## src/rtl/snake_pkg.sv

```systemverilog
// Shared types and helpers for the snake input path and game logic.
package snake_pkg;

    typedef enum logic [1:0] {
        UP    = 2'b00,
        DOWN  = 2'b01,
        LEFT  = 2'b10,
        RIGHT = 2'b11
    } dir_t;

    typedef enum logic {
        StIdle = 1'b0,
        StHeld = 1'b1
    } pend_state_t;

    localparam dir_t DIR_RESET = RIGHT;

    // UP<->DOWN and LEFT<->RIGHT differ only in the low bit.
    function automatic dir_t opposite(input dir_t d);
        return dir_t'({d[1], ~d[0]});
    endfunction

endpackage

```

## src/rtl/btn_debounce.sv

```systemverilog
// One push-button: synchronizer, hold-time debounce counter and rising-edge pulse.
module btn_debounce #(
    parameter int unsigned SYNC_STAGES     = 2,
    parameter int unsigned DEBOUNCE_CYCLES = 500000
) (
    input  logic clk,
    input  logic rst,
    input  logic i_btn,
    output logic o_state,
    output logic o_pulse
);

    localparam int unsigned CNT_W = $clog2(DEBOUNCE_CYCLES) + 1;
    localparam logic [CNT_W-1:0] CNT_LAST = CNT_W'(DEBOUNCE_CYCLES - 1);

    logic [SYNC_STAGES-1:0] r_sync;
    logic [CNT_W-1:0]       r_cnt;
    logic                   r_stable;
    logic                   r_pulse;
    logic                   w_synced;

    assign w_synced = r_sync[SYNC_STAGES-1];

    always_ff @(posedge clk or posedge rst) begin
        if (rst) begin
            r_sync   <= '0;
            r_cnt    <= '0;
            r_stable <= 1'b0;
            r_pulse  <= 1'b0;
        end else begin
            r_sync  <= {r_sync[SYNC_STAGES-2:0], i_btn};
            r_pulse <= 1'b0;
            // Any return to the stable level restarts the hold count.
            if (w_synced == r_stable) begin
                r_cnt <= '0;
            end else if (r_cnt == CNT_LAST) begin
                r_stable <= w_synced;
                r_cnt    <= '0;
                r_pulse  <= w_synced;
            end else begin
                r_cnt <= r_cnt + CNT_W'(1);
            end
        end
    end

    assign o_state = r_stable;
    assign o_pulse = r_pulse;

endmodule

```

## src/rtl/snake_input_ctrl.sv

```systemverilog
// Debounced direction buttons feeding a pending/commit direction register.
// Optional SNAKE_REVERSE_BLOCK_EN drops presses that would reverse the snake.
module snake_input_ctrl
    import snake_pkg::*;
#(
    parameter int unsigned SYNC_STAGES     = 2,
    parameter int unsigned DEBOUNCE_CYCLES = 500000
) (
    input  logic       clk,
    input  logic       rst,
    input  logic       btn_up,
    input  logic       btn_down,
    input  logic       btn_left,
    input  logic       btn_right,
    input  logic       tick,
    output logic [1:0] dir_out,
    output logic       dir_changed,
    output logic [3:0] btn_state,
    output logic [3:0] press_pulse
);

    logic [3:0]  w_btn_raw;
    dir_t        w_cand;
    logic        w_cand_valid;
    logic        w_commit;
    logic        w_accept;
    pend_state_t r_state;
    dir_t        r_pend_dir;
    dir_t        r_dir;
    logic        r_changed;

    assign w_btn_raw = {btn_up, btn_down, btn_left, btn_right};

    for (genvar g = 0; g < 4; g++) begin : g_btn
        btn_debounce #(
            .SYNC_STAGES     (SYNC_STAGES),
            .DEBOUNCE_CYCLES (DEBOUNCE_CYCLES)
        ) u_btn_debounce (
            .clk     (clk),
            .rst     (rst),
            .i_btn   (w_btn_raw[g]),
            .o_state (btn_state[g]),
            .o_pulse (press_pulse[g])
        );
    end

    always_comb begin
        w_cand = RIGHT;
        if (press_pulse[3])      w_cand = UP;
        else if (press_pulse[2]) w_cand = DOWN;
        else if (press_pulse[1]) w_cand = LEFT;
    end

    assign w_cand_valid = |press_pulse;
    assign w_commit     = tick && (r_state == StHeld);

`ifdef SNAKE_REVERSE_BLOCK_EN
    dir_t w_ref_dir;
    // Compare against the direction that holds once this cycle's tick is applied.
    assign w_ref_dir = w_commit ? r_pend_dir : r_dir;
    assign w_accept  = w_cand_valid && (w_cand != opposite(w_ref_dir));
`else
    assign w_accept  = w_cand_valid;
`endif

    always_ff @(posedge clk or posedge rst) begin
        if (rst) begin
            r_state    <= StIdle;
            r_pend_dir <= UP;
            r_dir      <= DIR_RESET;
            r_changed  <= 1'b0;
        end else begin
            r_changed <= 1'b0;
            if (w_commit) begin
                r_dir     <= r_pend_dir;
                r_changed <= (r_pend_dir != r_dir);
            end
            unique case (r_state)
                StIdle: begin
                    if (w_accept) begin
                        r_pend_dir <= w_cand;
                        r_state    <= StHeld;
                    end
                end
                StHeld: begin
                    // A same-cycle press refills pending after the commit.
                    if (w_accept) begin
                        r_pend_dir <= w_cand;
                    end else if (tick) begin
                        r_state <= StIdle;
                    end
                end
                default: r_state <= StIdle;
            endcase
        end
    end

    assign dir_out     = r_dir;
    assign dir_changed = r_changed;

endmodule

```

## config.mk

```make
export PLATFORM = sky130hd
export DESIGN_NAME = snake_input_ctrl
export DESIGN_NICKNAME = d
export VERILOG_FILES = /design/src/rtl/snake_pkg.sv /design/src/rtl/btn_debounce.sv /design/src/rtl/snake_input_ctrl.sv
export SDC_FILE = /design/constraint.sdc
export NUM_CORES = 1
export LEC_CHECK = 0
export CAP_MARGIN = 15
export CORE_UTILIZATION = 60
export CTS_CLUSTER_DIAMETER = 50
export DETAILED_ROUTE_END_ITERATION = 8
export GPL_TIMING_DRIVEN = 0
export PLACE_DENSITY = 0.78
export SLEW_MARGIN = 20
export SYNTH_ARGS = -nofsm -noshare
export SYNTH_HDL_FRONTEND = slang
export SYNTH_HIERARCHICAL = 1
export SYNTH_SLANG_ARGS = --single-unit
```

## constraint.sdc

```tcl
create_clock -name clk -period 3.2 [get_ports clk]
set_input_delay 0.32 -clock clk [delete_from_list [all_inputs] [get_ports clk]]
set_output_delay 0.32 -clock clk [all_outputs]
set_load 0.005 [all_outputs]
```

==> run_1/class_map.png <==
Fill, decap, tap and diode cells in grey.
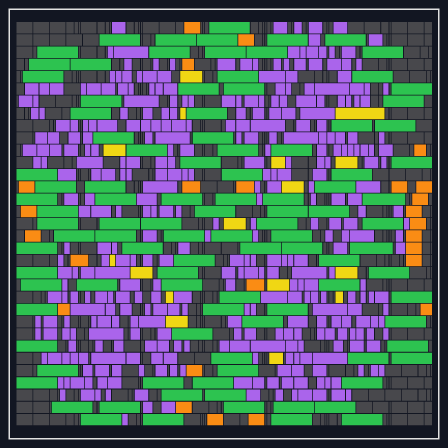
colour	class	cells	share of their area
green	registers	102	46%
orange	remaining buffers and delay cells	25	4.4%
purple	remaining logic cells	367	46%
yellow	clock drivers and dummy loads	16	3.4%
Core ar.: 8300 µm²
Final Instance Area: 5690 µm²
sequential share of cell area: 44.9%
fin util: 68.5%

==> run_1/m2.png <==
Cells faint in the background.
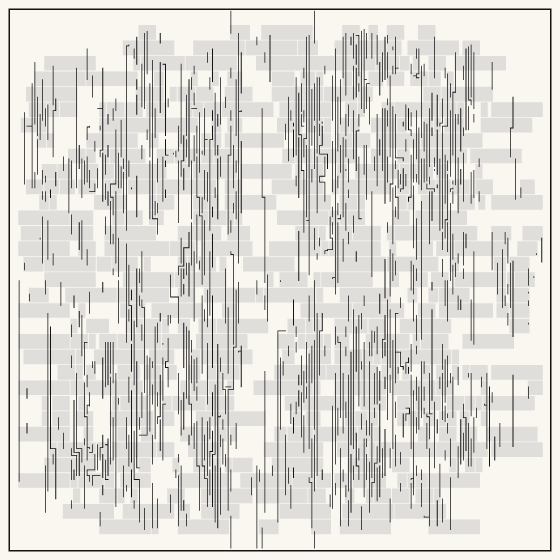
longest straight run	43.2 µm
main direction	vertical
nets with wire on the layer	422
wire length on this layer	4,570 µm
grt met2 use: 37.7%
via count: 3,556
total wire length: 9360 µm

==> deck_impl_summary.md, run 1 <==
Synthesis and Place & Route Summary

Finish
  • Data buffer area share: 4.31%
  • Layout area overhead: 9.44%
  • Layout cells sized above 1: 13.9%
  • FF+latch count: 102
  • Biggest regs: g_btn.u_btn_debounce/r_cnt x80, g_btn.u_btn_debounce/r_sync x8
  • Diode count: 0
  • Largest register FFs: 80
  • FF+latch area: 2550 µm²
  • Total Nets Final: 516
  • Non-Filler Instances: 615
  • Gate Area: 2490 µm²
  • # clk buffers: 11
  • Largest reg by FF count: g_btn.u_btn_debounce/r_cnt
  • Top cell excl fill/tap: dfrtp_1
  • Filler Cell Count: 639

Pwr
  • Comb power frac: 3.8%
  • Pleak: 2.48 nW
  • Switch Pwr: 0.512 mW
  • Int Pwr: 1.70 mW
  • Reg power frac: 60.1%
  • Main power-consuming group: registers
  • P_seq: 1.33 mW
  • Power, Total: 2.21 mW
  • Clk pwr share: 36.1%
  • Clock Power: 0.799 mW

Yosys
  • Area share of fa/ha/maj cells after synthesis: 0.963%
  • Count of library flops with an enable pin: 0
  • YS warnings: 6
  • Syn Inst Count: 477
  • Distinct cell type count after synthesis: 34
  • Sequential share of the synthesized area: 49.2%
  • Top-area cell share: 48.2%
  • Number of synthesized register bits: 102
  • Top comb family, area: simple AND/OR/NAND/NOR gates
  • Largest cells by area: dfrtp_1 (48%), xnor2_1 (9.8%), nor2_1 (5.8%)
  • Top cells by count: dfrtp_1 (100), nor2_1 (80), xnor2_1 (58)
  • Post-synth ARST share: 100%
  • Synth Area in Simple Gates: 29.8%
  • Mux share: 1.44%
  • Yosys xor share: 11.1%

Routing
  • DRC: 0
  • Highest routed layer: met4
  • Met2 WL post-DR: 4570 µm
  • Drt first pass iters: 4
  • Iter 0 DRT Violations: 109
  • Metal-1 WL: 4430 µm
  • Routed Antenna Nets: 0
  • Wirelength per Cell: 15.2 µm

Worst setup path
  • R2r worst-path depth: 6
  • WP buf/inv: 1
  • Family with the most delay on the worst path: simple AND/OR/NAND/NOR gates
  • Sequence of cells on the critical path: ha_1 > and3_2 > nand3_1 > o21ai_4 > buf_6 > nor2_1
  • Slowest stage cell, crit path: dfrtp_1
  • WP data required: 3.46 ns
  • Startpoint types: register
  • Critical path class: reg -> reg
  • Worst EP arrival: 2.07 ns

Die
  • Die X-Extent: 95.1 µm
  • Well Taps: 105
  • Pre-Place Util: 62.6%
  • Die H: 95.1 µm
  • Number of placed I/O pins: 18

Clock network
  • Clk root buf: clkbuf_8
  • H-Tree Depth: 3
  • Setup bufs post-CTS: 0
  • Longest Clk Path Bufs: 2
  • Clock sink total: 102
  • CTS resizes: 0
  • CTS tree: done
  • Clk latency late pin: 0.36 ns

Place
  • DP HPWL: 6720 µm
  • GP Congestion: 0.816
  • Worst slack, placed: 1.41 ns
  • Dpl cells: 599
  • Post-Place Cell Area: 5500 µm²

Global routing
  • Largest net degree at the start of global routing: 25
  • GR peak layer: met2
  • GRT Util Overall: 23.5%
  • M3 GR Usage: 5.26%
  • Vias in the first global route: 3,511
  • Global-route wire length before repair: 16,400 µm
  • GR met1 Demand/Resource: 31.5%
  • Initial antenna violation count: 0

Final timing
  • Hold WS: 0.330 ns
  • Fin crit period: 1.81 ns
  • RSZ-0062 raised after global routing: no
  • Worst-Margin Slew: 0.907 ns
  • Peak Freq: 0.551 GHz
  • Fin. Hold Viols: 0
  • Setup WS post-layout: 1.39 ns
  • Final Max Tran Viols: 0
  • Final setup vio count: 0
  • Cycle use final: 56.7%
  • Sum Neg Setup Slack: 0 ns
  • Slew HR: 39.5%

Outcome
  • Status: finished clean

Run
  • Max-cap violations: 0
==> run_1/m3.png <==
Bar = 20 µm.
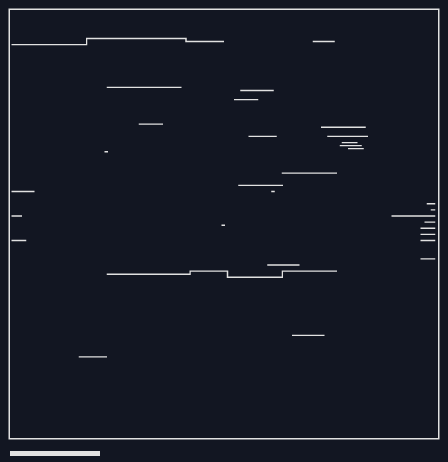
main direction	horizontal
wire length on this layer	255 µm
share of all routed wire	2.7%

## run 1: path summary, 6_finish.rpt
check | startpoint | to | slack (ns)
worst max-delay path | g_btn[0].u_btn_debounce/r_cnt[0] | g_btn[0].u_btn_debounce/r_cnt[12] | 1.39
worst max register to register | g_btn[0].u_btn_debounce/r_cnt[0] | g_btn[0].u_btn_debounce/r_cnt[12] | 1.39
min in group clk | g_btn[2].u_btn_debounce/r_sync[0] | g_btn[2].u_btn_debounce/r_sync[1] | 0.36
worst min register to register | g_btn[2].u_btn_debounce/r_sync[0] | g_btn[2].u_btn_debounce/r_sync[1] | 0.36
max in group asynchronous | rst | g_btn[3].u_btn_debounce/r_cnt[3] | 2.04
worst min-delay path | rst | r_pend_dir[1] | 0.33
## Run 2: what changed since run 1
- clock period: 3.2 -> 1.7 ns (I/O delays scaled with it)
==> run_2/m3.png <==
Bar = 20 µm.
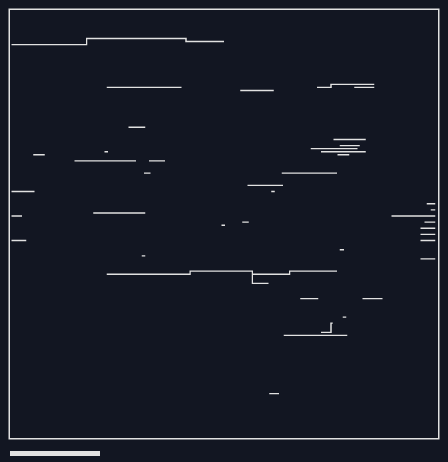
nets with wire on the layer	32
share of all routed wire	3.1%
wire length on this layer	302 µm
via count: 3,628
total wire length: 9770 µm
M3 GR Usage: 5.42%

==> deck_impl_summary.md, run 2 <==
Synthesis and Place & Route Summary

Outcome
  • Status: finished clean

Clock network
  • CTS resizes: 6
  • Longest Clk Path Bufs: 2
  • Setup bufs post-CTS: 9
  • CTS buffer count: 9
  • Clock sink total: 102
  • H-Tree Depth: 3
  • Clk root buf: clkbuf_8
  • CTS tree: done
  • Clk pin slew, worst setup/hold paths: 0.09 ns
  • Hold buffers post-CTS: 0
  • Clk latency late pin: 0.36 ns

Final timing
  • Sum Neg Setup Slack: 0 ns
  • Slew HR: 39.6%
  • Setup WS post-layout: 0.0533 ns
  • Fin crit period: 1.65 ns
  • Setup skew after layout: 0.00695 ns
  • Peak Freq: 0.607 GHz
  • Final Max Tran Viols: 0
  • Cycle use final: 96.9%
  • Final setup vio count: 0
  • Worst-Margin Slew: 0.905 ns
  • Fin. Hold Viols: 0
  • Hold WS: 0.174 ns

Finish
  • Total Nets Final: 529
  • Largest reg by FF count: g_btn.u_btn_debounce/r_cnt
  • Gate Area: 2600 µm²
  • Biggest regs: g_btn.u_btn_debounce/r_cnt x80, g_btn.u_btn_debounce/r_sync x8
  • Sequential share of cell area: 43.4%
  • Non-clk invs: 19
  • Top cell category: logic gates
  • Multi-In Gates: 348
  • Clock network area share: 3.20%
  • FF+latch area: 2560 µm²
  • Most common logic cells in the final layout: dfrtp_1 (97), nor2_1 (80), xnor2_1 (58)
  • Top cell excl fill/tap: dfrtp_1
  • Largest register FFs: 80
  • Layout cells sized above 1: 20.1%
  • FF+latch count: 102
  • Filler Cell Count: 615
  • Diode count: 0
  • Data buffer area share: 5.81%
  • Layout area overhead: 13.5%
  • Final Instance Area: 5900 µm²
  • # clk buffers: 11
  • Non-Filler Instances: 628
  • Fin util: 71.0%

Global routing
  • Global-route wire length before repair: 16,600 µm
  • Grt met2 use: 38.8%
  • Initial antenna violation count: 0
  • GR met1 Demand/Resource: 31.8%
  • GRT Util Overall: 23.9%
  • Vias in the first global route: 3,558
  • GR peak layer: met2
  • Largest net degree at the start of global routing: 25

Pwr
  • Power, Total: 4.20 mW
  • Clk pwr share: 35.8%
  • Int Pwr: 3.23 mW
  • Reg power frac: 59.3%
  • Pleak: 2.56 nW
  • Comb power frac: 4.9%
  • Pwr dens: 713 nW/µm²
  • Switch Pwr: 0.976 mW
  • Clock Power: 1.51 mW
  • P_seq: 2.49 mW
  • Main power-consuming group: registers
  • Maximum vdd drop: 0.385 mV

Place
  • DP HPWL: 6720 µm
  • Worst slack, placed: -0.0936 ns
  • GP Congestion: 0.816
  • Post-Place Cell Area: 5500 µm²
  • Dpl cells: 599

Die
  • Number of placed I/O pins: 18
  • Core ar.: 8300 µm²
  • Die X-Extent: 95.1 µm
  • Well Taps: 105
  • Die H: 95.1 µm
  • FP Rows: 33
  • Pre-Place Util: 62.6%
  • Chip area: 9040 µm²

Routing
  • Highest routed layer: met4
  • Met2 WL post-DR: 4800 µm
  • Drt first pass iters: 4
  • Metal-1 WL: 4520 µm
  • Iter 0 DRT Violations: 103
  • Via density: 5.78
  • DRC: 0
  • Routed Antenna Nets: 0
  • Wirelength per Cell: 15.6 µm

Worst setup path
  • Sequence of cells on the critical path: ha_2 > and3_2 > and3_1 > nand3_1 > mux2_2
  • Slowest stage cell, crit path: dfrtp_2
  • WP buf/inv: 0
  • WP data required: 1.95 ns
  • Family with the most delay on the worst path: simple AND/OR/NAND/NOR gates
  • Startpoint types: register
  • Worst EP arrival: 1.90 ns
  • Slowest cell delay on critical path: 0.42 ns
  • Critical path class: reg -> reg

Yosys
  • Top comb family, area: simple AND/OR/NAND/NOR gates
  • Number of synthesized register bits: 102
  • Top-area cell share: 48.2%
  • Area share of fa/ha/maj cells after synthesis: 0.963%
  • Distinct cell type count after synthesis: 34
  • Count of library flops with an enable pin: 0
  • Syn Inst Count: 477
  • Synth Area in Simple Gates: 29.8%
  • Yosys Chip Area: 5200 µm²
  • Yosys stat cell total: 477
  • Top cells by count: dfrtp_1 (100), nor2_1 (80), xnor2_1 (58)
  • Mux share: 1.44%
  • Sequential share of the synthesized area: 49.2%
  • Yosys xor share: 11.1%
  • Area fraction in compound gates: 4.67%
  • Post-synth ARST share: 100%
  • Largest cells by area: dfrtp_1 (48%), xnor2_1 (9.8%), nor2_1 (5.8%)
  • Dominant register cell: dfrtp_1
  • YS warnings: 6

Run
  • Max-cap violations: 0
run 2: cell counts after synthesis:
Identical to the previous run, type by type.
run 2: path summary, 6_finish.rpt:
kind                                                         from                                end  slack [ns]  depth (start not counted)
max in group asynchronous                                     rst   g_btn[3].u_btn_debounce/r_cnt[1]        0.64                          2
min in group clk                                        btn_right  g_btn[0].u_btn_debounce/r_sync[0]        0.24                          1
worst min register to register  g_btn[3].u_btn_debounce/r_sync[0]  g_btn[3].u_btn_debounce/r_sync[1]        0.36                          0
worst max register to register   g_btn[3].u_btn_debounce/r_cnt[0]    g_btn[3].u_btn_debounce/o_state        0.05                          5
worst min-delay path                                          rst                      r_pend_dir[1]        0.17                          2
worst max-delay path             g_btn[3].u_btn_debounce/r_cnt[0]    g_btn[3].u_btn_debounce/o_state        0.05                          5
Power and IR drop assume default switching activity.
